==> images/io_placement.png <==
(2 px per micron) Pins as bars across the die edge, other pins in grey.
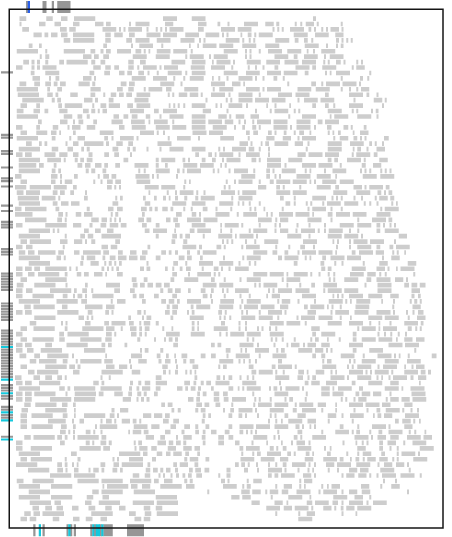
==> images/congestion.png <==
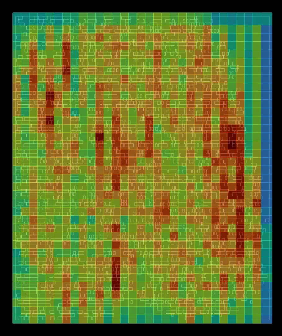
==> images/detail.png <==
Region (96, 65) to (121, 90) microns. Cells in grey, sequential cells in the stronger grey; small squares are vias.
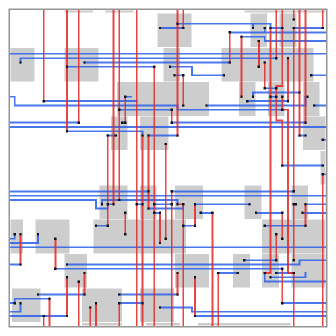
## config.mk

```make
export PLATFORM = sky130hd
export DESIGN_NAME = triangulo_sequenciador
export DESIGN_NICKNAME = d
export VERILOG_FILES = /design/src/rtl/tri_pkg.sv /design/src/rtl/sinal_aresta.sv /design/src/rtl/triangulo_sequenciador.sv
export SDC_FILE = /design/constraint.sdc
export NUM_CORES = 1
export LEC_CHECK = 0
export ABC_AREA = 0
export CAP_MARGIN = 5
export CELL_PAD_IN_SITES_DETAIL_PLACEMENT = 1
export CELL_PAD_IN_SITES_GLOBAL_PLACEMENT = 2
export CORE_ASPECT_RATIO = 1.2
export CORE_MARGIN = 2
export CORE_UTILIZATION = 37
export DETAILED_ROUTE_END_ITERATION = 6
export PLACE_DENSITY_LB_ADDON = 0.1
export SLEW_MARGIN = 10
export SYNTH_ARGS = -nofsm -noshare
export SYNTH_HDL_FRONTEND = slang
export SYNTH_SLANG_ARGS = --single-unit
```

## constraint.sdc

```tcl
create_clock -name clk -period 10.21 [get_ports clk]
set_input_delay 2.042 -clock clk [delete_from_list [all_inputs] [get_ports clk]]
set_output_delay 2.042 -clock clk [all_outputs]
set_load 0.02 [all_outputs]
```

## src/rtl/tri_pkg.sv

```systemverilog
// Shared types and widths for the point-in-triangle sequencer.
// Build option: TRI_ANY_WINDING_EN accepts both triangle winding orders.
package tri_pkg;

  localparam int TRI_W  = 12;
  localparam int TRI_DW = TRI_W + 1;
  localparam int TRI_PW = 2 * TRI_W + 2;
  localparam int TRI_CW = 2 * TRI_W + 3;

`ifdef TRI_ANY_WINDING_EN
  localparam bit TRI_ANY_WINDING = 1'b1;
`else
  localparam bit TRI_ANY_WINDING = 1'b0;
`endif

  typedef enum logic [2:0] {
    IDLE    = 3'd0,
    ARESTA0 = 3'd1,
    ARESTA1 = 3'd2,
    ARESTA2 = 3'd3,
    FIM     = 3'd4
  } estado_t;

  // Combine per-edge sign summaries into the inside/boundary verdict.
  function automatic logic tri_dentro(input logic all_ge, input logic all_le);
    return all_ge | (TRI_ANY_WINDING & all_le);
  endfunction

endpackage

```

## src/rtl/sinal_aresta.sv

```systemverilog
// Edge-sign unit: C = (TX-BX)*(AY-BY) - (AX-BX)*(TY-BY), full precision.
module sinal_aresta
  import tri_pkg::*;
#(
  parameter int W = TRI_W
) (
  input  logic [W-1:0] i_ax,
  input  logic [W-1:0] i_ay,
  input  logic [W-1:0] i_bx,
  input  logic [W-1:0] i_by,
  input  logic [W-1:0] i_tx,
  input  logic [W-1:0] i_ty,
  output logic         o_ge0,
  output logic         o_le0
);

  localparam int DW = W + 1;
  localparam int PW = 2 * W + 2;
  localparam int CW = 2 * W + 3;

  logic signed [DW-1:0] w_dtx, w_day, w_dax, w_dty;
  logic signed [PW-1:0] w_p0, w_p1;
  logic signed [CW-1:0] w_c;

  assign w_dtx = $signed({1'b0, i_tx}) - $signed({1'b0, i_bx});
  assign w_day = $signed({1'b0, i_ay}) - $signed({1'b0, i_by});
  assign w_dax = $signed({1'b0, i_ax}) - $signed({1'b0, i_bx});
  assign w_dty = $signed({1'b0, i_ty}) - $signed({1'b0, i_by});

  // Operands widened to the product width so no bit of the product is lost.
  assign w_p0 = $signed({{(PW-DW){w_dtx[DW-1]}}, w_dtx}) * $signed({{(PW-DW){w_day[DW-1]}}, w_day});
  assign w_p1 = $signed({{(PW-DW){w_dax[DW-1]}}, w_dax}) * $signed({{(PW-DW){w_dty[DW-1]}}, w_dty});
  assign w_c  = $signed({w_p0[PW-1], w_p0}) - $signed({w_p1[PW-1], w_p1});

  assign o_ge0 = ~w_c[CW-1];
  assign o_le0 = w_c[CW-1] | (w_c == '0);

endmodule

```

## src/rtl/triangulo_sequenciador.sv

```systemverilog
// Point-in-triangle controller: one shared edge-sign unit stepped over three edges.
// Build option: TRI_ANY_WINDING_EN (see tri_pkg) accepts clockwise triangles too.
module triangulo_sequenciador
  import tri_pkg::*;
#(
  parameter int W = TRI_W
) (
  input  logic         clk,
  input  logic         rst,
  input  logic         InValid,
  output logic         InReady,
  input  logic [W-1:0] Ponto1X,
  input  logic [W-1:0] Ponto1Y,
  input  logic [W-1:0] Ponto2X,
  input  logic [W-1:0] Ponto2Y,
  input  logic [W-1:0] Ponto3X,
  input  logic [W-1:0] Ponto3Y,
  input  logic [W-1:0] PontoTX,
  input  logic [W-1:0] PontoTY,
  output logic         OutValid,
  input  logic         OutReady,
  output logic         Dentro,
  output logic         Ocupado
);

  estado_t r_state, w_state_n;

  logic [W-1:0] r_p1x, r_p1y, r_p2x, r_p2y, r_p3x, r_p3y, r_tx, r_ty;
  logic [W-1:0] w_ax, w_ay, w_bx, w_by;
  logic [2:0]   r_ge, r_le;
  logic         r_dentro;
  logic         w_ge, w_le;

  always_comb begin
    w_state_n = r_state;
    case (r_state)
      IDLE:    if (InValid) w_state_n = ARESTA0;
      ARESTA0: w_state_n = ARESTA1;
      ARESTA1: w_state_n = ARESTA2;
      ARESTA2: w_state_n = FIM;
      FIM:     if (OutReady) w_state_n = IDLE;
      default: w_state_n = IDLE;
    endcase
  end

  // Operand mux feeding the single edge unit: edge k runs in ARESTAk.
  always_comb begin
    w_ax = r_p3x; w_ay = r_p3y; w_bx = r_p1x; w_by = r_p1y;
    case (r_state)
      ARESTA0: begin w_ax = r_p1x; w_ay = r_p1y; w_bx = r_p2x; w_by = r_p2y; end
      ARESTA1: begin w_ax = r_p2x; w_ay = r_p2y; w_bx = r_p3x; w_by = r_p3y; end
      default: ;
    endcase
  end

  sinal_aresta #(.W(W)) u_aresta (
    .i_ax (w_ax),
    .i_ay (w_ay),
    .i_bx (w_bx),
    .i_by (w_by),
    .i_tx (r_tx),
    .i_ty (r_ty),
    .o_ge0(w_ge),
    .o_le0(w_le)
  );

  always_ff @(posedge clk) begin
    if (rst) begin
      r_state  <= IDLE;
      r_ge     <= '0;
      r_le     <= '0;
      r_dentro <= 1'b0;
    end else begin
      r_state <= w_state_n;
      case (r_state)
        IDLE: if (InValid) begin
          r_p1x <= Ponto1X; r_p1y <= Ponto1Y;
          r_p2x <= Ponto2X; r_p2y <= Ponto2Y;
          r_p3x <= Ponto3X; r_p3y <= Ponto3Y;
          r_tx  <= PontoTX; r_ty  <= PontoTY;
          r_dentro <= 1'b0;
        end
        ARESTA0: begin r_ge[0] <= w_ge; r_le[0] <= w_le; end
        ARESTA1: begin r_ge[1] <= w_ge; r_le[1] <= w_le; end
        ARESTA2: begin
          r_ge[2]  <= w_ge;
          r_le[2]  <= w_le;
          // Verdict formed as the last edge lands so Dentro is ready on FIM entry.
          r_dentro <= tri_dentro(r_ge[0] & r_ge[1] & w_ge, r_le[0] & r_le[1] & w_le);
        end
        default: ;
      endcase
    end
  end

  assign InReady  = (r_state == IDLE);
  assign OutValid = (r_state == FIM);
  assign Ocupado  = (r_state != IDLE);
  assign Dentro   = r_dentro;

endmodule

```

==> results.json <==
{
  "rr_worst_depth": 36,
  "via_per_inst": 5.00,
  "post-dp-hpwl_microns": 53600,
  "max_stage_delay_ps": 810,
  "grt_pass1_wl_microns": 94800,
  "layout_top_cell": "inv_1",
  "hold_buffers": 0,
  "crit_required_ps": 10510,
  "finClkSkew_ps": 8.02,
  "r2r_end": "r_ge[0]$_SDFFE_PP0N_",
  "grt_antenna_before_repair": 0,
  "cts_setup_buffers": 0,
  "max_slew_margin": 0.286,
  "grt_pass1_vias": 16500,
  "period_used_share": 0.961,
  "cts_tree": "built",
  "cp-start-kind": "register",
  "gp_congestion": 0.852,
  "min_from": "r_ge[1]$_SDFFE_PP0N_",
  "fillCellCount": 6148,
  "area_growth_pct": 12.3,
  "n_antenna_cell": 0,
  "wirelength_microns": 60100,
  "rows": 93,
  "drt_iter0_markers": 488,
  "postCtsResizedCells": 1,
  "final_cell_area_sq_mm": 0.0224,
  "syn_avg_cell_area_sq_um": 9.76,
  "status": "complete, no violations",
  "pre_cts_slack_ps": -36.0,
  "clk_path_buf_depth": 2,
  "ys_ff": 102,
  "ys_area_sq_mm": 0.0200,
  "fp_util": 0.373,
  "syn_inst": 2047,
  "synth.distinct_cells": 88,
  "final_cell_mix": "inv_1 (460), fa_1 (391), nand2_1 (168)",
  "tool_warnings": 26,
  "edf_count": 96,
  "syn-num-nets": 2695,
  "synth_area_sq_mm": 0.0200,
  "cp.arrival_ps": 10110,
  "vias": 14300,
  "numClockSinks": 102,
  "clk_pin_slew_worst_paths_ps": 70,
  "ios": 104,
  "detail_route.first_pass.iterations": 5,
  "setup_viol": 0,
  "grt_max_degree": 84,
  "place_area_sq_mm": 0.0221,
  "crit_family": "adder cells",
  "hold_path_depth": 2,
  "hold_slack_ps": 485,
  "clock-root-buffer": "clkbuf_16",
  "period_minus_slack_ps": 9810,
  "final_nets": 2799,
  "utilization": 0.419,
  "rr_startpoint": "r_state[2]$_SDFFE_PP0P_",
  "core_region_area_sq_mm": 0.0535,
  "setup_slack_ps": 402,
  "cts_htree_levels": 3,
  "hold_end": "r_ge[1]$_SDFFE_PP0N_"
}
## Picture notes: io_placement.png
cyan -> `Ponto2X`  # pins 12, direction input, edge 6 left, 6 bottom
blue -> `Ocupado`  # pins 1, direction output, edge top
die extent in y: 259 microns
Die Wd: 216 microns
Port-buffer cells: 103

## Picture notes: congestion.png
Total Routing Usage GR: 0.223
routed len/inst: 20.9 microns
met2 Track Usage GR: 0.419
met1 usage: 0.280

## Picture notes: detail.png
red -> metal 2
blue -> metal 1
sequential cells in the window = 0
most frequent = buf_4 (7), nand2_1 (6), inv_1 (6)
cells with their middle in the window = 30

## synthesized netlist by cell type (15+ instances only)
master | instances | area share
edfxtp_1 | 96 | 0.14
nand2_1 | 168 | 0.032
ha_1 | 157 | 0.098
fa_1 | 391 | 0.39
nand3_1 | 25 | 0.0063
and2_1 | 23 | 0.0072
inv_1 | 460 | 0.086
nand2b_1 | 77 | 0.024
buf_2 | 15 | 0.0038
a22oi_1 | 21 | 0.0079
nor2_1 | 111 | 0.021
a22o_1 | 18 | 0.0079
xnor2_1 | 41 | 0.018
nor3_1 | 48 | 0.012
xor2_1 | 24 | 0.011
nor2b_1 | 39 | 0.012
o21ai_0 | 25 | 0.0063
a21oi_1 | 56 | 0.014
clkbuf_1 | 56 | 0.011
## worst max-delay path by stage
stage	startpoint	endpoint	slack [ps]	cells after the start
floorplan	rst	r_p1x[0]$_DFFE_PP_	270	2
global placement	r_state[2]$_SDFFE_PP0P_	r_ge[0]$_SDFFE_PP0N_	170	35
detailed placement	r_state[2]$_SDFFE_PP0P_	r_ge[0]$_SDFFE_PP0N_	-40	35
CTS	r_state[2]$_SDFFE_PP0P_	r_ge[0]$_SDFFE_PP0N_	20	34
global route	r_state[1]$_SDFFE_PP0P_	r_ge[0]$_SDFFE_PP0N_	-2	35
finish	r_state[2]$_SDFFE_PP0P_	r_ge[0]$_SDFFE_PP0N_	400	36
## area by class of cell
cell class	instances	area, sq um	area share
clock inverters	6	62.6	0.00279
well taps	712	891	0.0397
repair buffers	172	1560	0.0693
inverters	460	1730	0.0769
multi-input cells	1406	15000	0.667
flip-flops and latches	102	3000	0.134
clock buffers	10	229	0.0102
## cell families after synthesis
kind of cell | share of synthesized area
AND/OR/NAND/NOR | 0.138
adder cells (fa/ha/maj) | 0.490
buffers and inverters | 0.103
AND-OR/OR-AND | 0.0856
flip-flops | 0.150
XOR/XNOR | 0.0309
multiplexers | 0.00100
## per-stage QoR
step,cells
after floorplan,2047
after global placement,2852
after detailed placement,2852
after CTS,2868
after global routing,2868
final,2868
## routing by layer
metal | routed length (microns) | up-vias | global-route usage
li1 | - | 6623 | -
met1 | 26300 | 7499 | 0.280
met2 | 31500 | 181 | 0.419
met3 | 996 | 45 | 0.0135
met4 | 1310 | 0 | 0.0538
met5 | 0 | - | 0
## tightest hold or removal path: cells and delay by family, from the launching register on
kind	cells	cell delay, ps
compound gates	1	70
flops	1	310
simple gates	1	60
## state kept, by name, indices dropped and copies added, names as in the netlist
| signal | flops |
|---|---|
| r_p3x | 12 |
| r_p1y | 12 |
| r_ty | 12 |
| r_ge | 2 |
| r_p3y | 12 |
| r_tx | 12 |
| r_state | 3 |
| r_p1x | 12 |
| Dentro | 1 |
| r_p2y | 12 |
| r_p2x | 12 |
